File: config.mk
export PLATFORM = sky130hd
export DESIGN_NAME = alu_arbiter
export DESIGN_NICKNAME = d
export VERILOG_FILES = /design/src/rtl/alu_arbiter.sv
export SDC_FILE = /design/constraint.sdc
export NUM_CORES = 1
export LEC_CHECK = 0
export CAP_MARGIN = 5
export CELL_PAD_IN_SITES_DETAIL_PLACEMENT = 1
export CELL_PAD_IN_SITES_GLOBAL_PLACEMENT = 1
export CORE_MARGIN = 8
export CORE_UTILIZATION = 25
export CTS_CLUSTER_SIZE = 12
export DETAILED_ROUTE_END_ITERATION = 8
export GPL_TIMING_DRIVEN = 0
export MAX_ROUTING_LAYER = met4
export PLACE_DENSITY_LB_ADDON = 0.1
export SLEW_MARGIN = 20
export SYNTH_ARGS = -nofsm -noshare
export SYNTH_HDL_FRONTEND = slang
export SYNTH_SLANG_ARGS = --single-unit
File: constraint.sdc
create_clock -name clk -period 8.03 [get_ports clk]
set_input_delay 1.606 -clock clk [delete_from_list [all_inputs] [get_ports clk]]
set_output_delay 1.606 -clock clk [all_outputs]
set_load 0.005 [all_outputs]
File: src/rtl/alu_arbiter.sv
// alu_arbiter
//
// Purpose: shares one single-cycle RV32 integer ALU between two requesters
// (port 0 = execute stage, port 1 = address/branch helper). It selects one
// request per cycle with round-robin arbitration. The chosen request drives
// the ALU. The result is captured in a one-entry response register that
// honours backpressure. For shift ops only B[4:0] reaches the ALU. Op codes
// outside the ten defined ones produce a zero result with the illegal flag set.
//
// Configuration macro: ALU_ARB_FIXED_PRIO_EN
//   defined   -> port 0 always wins a contested cycle (port 1 may starve)
//   undefined -> round-robin using the `last` pointer (default)
//
// Parameters:
//   RESET_PRIO   port that wins the first contested grant after reset (0/1)
//
// Ports:
//   clk, rst                    clock, synchronous active-high reset
//   req0_valid/ready/a/b/op     port 0 request handshake and payload
//   req1_valid/ready/a/b/op     port 1 request handshake and payload
//   rsp_valid/rsp_ready         response handshake
//   rsp_id                      port that issued the held response
//   rsp_result                  ALU result (0 for illegal ops)
//   rsp_zero                    rsp_result == 0
//   rsp_illegal                 op code was not a defined ALU op

module alu_core (
   input  logic [3:0]  op,
   input  logic [31:0] a,
   input  logic [31:0] b,
   output logic [31:0] result
);
   logic signed [31:0] a_s;
   logic signed [31:0] b_s;

   assign a_s = a;
   assign b_s = b;

   always_comb begin
      result = '0;
      case (op)
         4'b0000: result = a + b;
         4'b1000: result = a - b;
         4'b0100: result = a ^ b;
         4'b0110: result = a | b;
         4'b0111: result = a & b;
         4'b0001: result = a << b[4:0];
         4'b0101: result = a >> b[4:0];
         4'b1101: result = a_s >>> b[4:0];
         4'b0010: result = {31'b0, (a_s < b_s)};
         4'b0011: result = {31'b0, (a < b)};
         default: result = '0;
      endcase
   end
endmodule

module alu_arbiter #(
   parameter int RESET_PRIO = 0
) (
   input  logic        clk,
   input  logic        rst,
   input  logic        req0_valid,
   output logic        req0_ready,
   input  logic [31:0] req0_a,
   input  logic [31:0] req0_b,
   input  logic [3:0]  req0_op,
   input  logic        req1_valid,
   output logic        req1_ready,
   input  logic [31:0] req1_a,
   input  logic [31:0] req1_b,
   input  logic [3:0]  req1_op,
   output logic        rsp_valid,
   input  logic        rsp_ready,
   output logic        rsp_id,
   output logic [31:0] rsp_result,
   output logic        rsp_zero,
   output logic        rsp_illegal
);
   localparam int DATA_W = 32;

   logic              can_accept;
   logic              grant0;
   logic              grant1;
   logic              accept;
   logic [3:0]        sel_op;
   logic [DATA_W-1:0] sel_a;
   logic [DATA_W-1:0] sel_b;
   logic [DATA_W-1:0] alu_b;
   logic [DATA_W-1:0] alu_result;
   logic [DATA_W-1:0] load_result;
   logic              is_shift;
   logic              illegal;

   // A held response blocks new accepts unless it is consumed this cycle.
   assign can_accept = !rsp_valid || rsp_ready;

`ifdef ALU_ARB_FIXED_PRIO_EN
   assign grant0 = req0_valid;
   assign grant1 = req1_valid && !req0_valid;
`else
   // `last` holds the most recently granted port; on contention the other
   // port wins. Reset loads !RESET_PRIO so RESET_PRIO wins the first contest.
   logic last;

   assign grant0 = req0_valid && (!req1_valid || last);
   assign grant1 = req1_valid && (!req0_valid || !last);

   always_ff @(posedge clk) begin
      if (rst)
         last <= (RESET_PRIO == 0);
      else if (accept)
         last <= grant1;
   end
`endif

   assign req0_ready = can_accept && grant0 && !rst;
   assign req1_ready = can_accept && grant1 && !rst;
   assign accept     = req0_ready || req1_ready;

   assign sel_op = grant1 ? req1_op : req0_op;
   assign sel_a  = grant1 ? req1_a  : req0_a;
   assign sel_b  = grant1 ? req1_b  : req0_b;

   always_comb begin
      illegal  = 1'b0;
      is_shift = 1'b0;
      case (sel_op)
         4'b0001, 4'b0101, 4'b1101:          is_shift = 1'b1;
         4'b0000, 4'b1000, 4'b0100, 4'b0110,
         4'b0111, 4'b0010, 4'b0011:          is_shift = 1'b0;
         default:                            illegal  = 1'b1;
      endcase
   end

   // RV32 shifts use only the low five bits of B.
   assign alu_b = is_shift ? {27'b0, sel_b[4:0]} : sel_b;

   alu_core u_alu (
      .op     (sel_op),
      .a      (sel_a),
      .b      (alu_b),
      .result (alu_result)
   );

   assign load_result = illegal ? '0 : alu_result;

   // Response register: overwritten on accept (even while being consumed),
   // cleared on consume-without-accept, frozen under backpressure.
   always_ff @(posedge clk) begin
      if (rst) begin
         rsp_valid   <= 1'b0;
         rsp_id      <= 1'b0;
         rsp_result  <= '0;
         rsp_zero    <= 1'b0;
         rsp_illegal <= 1'b0;
      end else if (accept) begin
         rsp_valid   <= 1'b1;
         rsp_id      <= grant1;
         rsp_result  <= load_result;
         rsp_zero    <= (load_result == '0);
         rsp_illegal <= illegal;
      end else if (rsp_valid && rsp_ready) begin
         rsp_valid   <= 1'b0;
      end
   end
endmodule

**Supply network**

Bar = 100 um. Pins as bars on the die edge. Tap cells in gray.
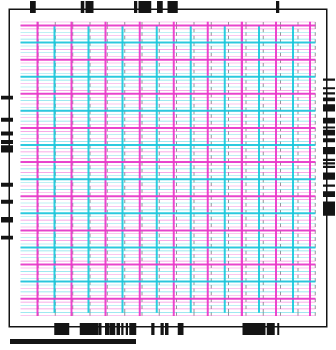
- VSS: magenta
- VDD: cyan
- met5 straps: 17
- tap cells: 748
- met4 straps: 17
width of the die: 252 um
Core Area: 55000 um2
worst vdd rail ir drop: 107 uV
die outline height: 252 um

**Placement by cell class**

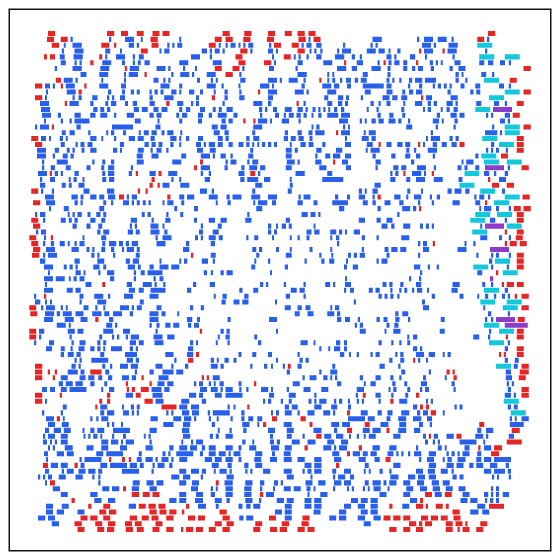
- all other logic: blue (cells 1817; share of their area 79%)
- flip-flops: cyan (cells 37; share of their area 4.6%)
- other buffers and delay cells: red (cells 319; share of their area 16%)
- clock drivers and dummy loads: purple (cells 7; share of their area 1.0%)
row count: 86
core occupancy in the finished layout: 30.9%
Layout Cell Area excl Fill: 17000 um2

==> reports/summary.txt <==
Worst R2R Start = last$_SDFFE_PP1P_
Warnings, synthesis = 0
Max Root-Sink Buffers = 2
Worst hold path class = reg2reg
Final Hold Vio Count = 0
Setup skew after layout = 0.00312 ns
Placer Congestion = 1.03
Crit path DAT = 8.05 ns
Fill cell total of the finished layout = 6767
Initial antenna violation count = 10
Most used flip-flop cell = sky130_fd_sc_hd__dfxtp_1
Internal power = 0.934 mW
Crit share post-route = 97.9%
Worst hold path startpoint = rsp_result[12]$_SDFFE_PP0P_
HPWL after detailed placement = 89.5 mm
Layout Nets = 2427
Seq cells post-synth = 37
Leakage component of the power = 7.20 nW
H-Tree Level Count = 2
Share of cells above drive strength 1 = 8.72%
Yosys cell types = 89
Yosys stat area = 13900 um2
Average size of a mapped cell = 6.92 um2
Detail Route Antenna Nets = 0
Highest clock frequency the design can meet = 127 MHz
Result of the run = completed
Hold Crit Endpoint = rsp_result[12]$_SDFFE_PP0P_
Grt ovf = 0
Count of placed standard cells including taps = 2929
Asr flop ratio synth = 0%
Number of placed I/O pins = 179
Maximum number of pins on one net before global-route repair = 29
Number of warnings in the stage logs = 98
Largest family of logic cells by area = AND-OR/OR-AND gates
Worst hold stages = 2
TritonCTS clock tree = done
Type of destination of the critical path = flip-flop
Share of total power in the clock network = 9.7%
Yosys adder share = 9.66%
Worst skew pair latency = 0.29 ns
Type of the worst setup path = in2reg
First-pass GRT wire length = 145 mm
Routed Wire Length = 105 mm
Syn nets = 2254
Category of the worst setup path launch point = input pin
Sequential share of power = 9.3%
Final Max-Slew Violation Tally = 0
Most frequently placed logic cells in the final layout = sky130_fd_sc_hd__nand2_1 (270), sky130_fd_sc_hd__mux2i_1 (227), sky130_fd_sc_hd__nor2_1 (173)
Critical path peak fanout = 19
Min setup slack post-route = 0.169 ns
RSZ-0062 raised after global routing = false
Worst r2r dst = rsp_zero$_SDFFE_PP0P_
Setup slack of the worst register-to-register path = 1.75 ns
==> per-layer routing <==
metal	GRT usage (%)	wire length, um
met3	4.96	7590
met5	-	0
met2	50.7	46500
met1	42.9	46700
met4	11.2	4400
==> sequential cells by signal, summed over array words and instances, names as in the netlist <==
signal       flops
rsp_illegal      1
rsp_id           1
rsp_result      32
rsp_valid        1
rsp_zero         1
last             1
==> Yosys cell counts (all sizes together) (6+ instances only) <==
master | n | area share (%)
nand2 | 271 | 7.3
mux2i | 237 | 17
nor2 | 173 | 4.7
a21oi | 117 | 4.2
ha | 104 | 9.4
inv | 101 | 2.7
o21ai | 92 | 3.3
buf | 79 | 3.1
clkbuf | 74 | 2.0
nor3 | 59 | 2.1
a211oi | 49 | 2.7
mux2 | 49 | 4.1
a21o | 46 | 2.5
and2 | 39 | 1.8
dfxtp | 37 | 5.3
nand3 | 37 | 1.3
o211ai | 31 | 1.7
nor4 | 29 | 1.3
a31oi | 24 | 1.1
nand2b | 19 | 0.86
o22ai | 19 | 0.86
and3 | 18 | 0.81
o221ai | 17 | 1.1
o21bai | 16 | 0.86
a2111oi | 15 | 1.1
nand4 | 15 | 0.68
a221oi | 13 | 0.82
nor2b | 13 | 0.59
xnor2 | 13 | 0.82
a221o | 11 | 0.79
a22oi | 11 | 0.59
o2111ai | 11 | 0.69
a21boi | 10 | 0.57
or3 | 10 | 0.45
mux4 | 9 | 1.5
o31ai | 9 | 0.49
a211o | 8 | 0.50
a311oi | 8 | 0.50
o311a | 8 | 0.58
o21a | 7 | 0.38
nor3b | 6 | 0.32
nor4b | 6 | 0.38
nor4bb | 6 | 0.43
==> power groups by stage <==
stage | sequential (mW) | combinational [mW] | clock [mW]
5_1_grt | 0.213 | 1.91 | 0.228
3_3_place_gp | 0.214 | 1.73 | 0
4_1_cts | 0.211 | 1.77 | 0.224
6_report | 0.210 | 1.83 | 0.220
2_1_floorplan | 0.215 | 0.962 | 0
3_5_place_dp | 0.214 | 1.74 | 0
==> layout make-up <==
type	instances	area, um2	share of cell area (%)
flip-flops and latches	37	741	4.36
clock buffers	5	125	0.736
multi-input cells	1716	12300	72.1
diodes	5	12.5	0.0736
clock inverters	2	35.0	0.206
well taps	748	936	5.51
repair buffers	178	1790	10.5
plain buffers	141	724	4.26
inverters	101	379	2.23
==> worst max-delay path by stage <==
stage,slack [ns],end,start,cells past startpoint
floorplan,1.16,rsp_zero$_SDFFE_PP0P_,req1_valid,24
global placement,-3.09,rsp_zero$_SDFFE_PP0P_,req1_valid,26
global route,0.04,rsp_zero$_SDFFE_PP0P_,req1_valid,24
finish,0.17,rsp_zero$_SDFFE_PP0P_,req1_valid,20
detailed placement,-3.20,rsp_zero$_SDFFE_PP0P_,req1_valid,26
CTS,0.02,rsp_zero$_SDFFE_PP0P_,req0_valid,23
==> repair_timing <==
action / CTS / global route
pin swaps: 2 / 0
setup endpoints to repair: 33 / 1
setup buffers: 3 / 1
hold buffers: 0 / 0
gates resized: 43 / 22
cloned: 0 / 0
==> worst max-delay path: cells and delay by family <==
family	cells	cell delay, ns
buffers and inverters	6	2.54
and+or+nand+nor	5	1.63
AOI/OAI and AO/OA	7	1.62
adders and majority gates	1	0.35
muxes	1	0.25
Power and IR drop assume default switching activity.
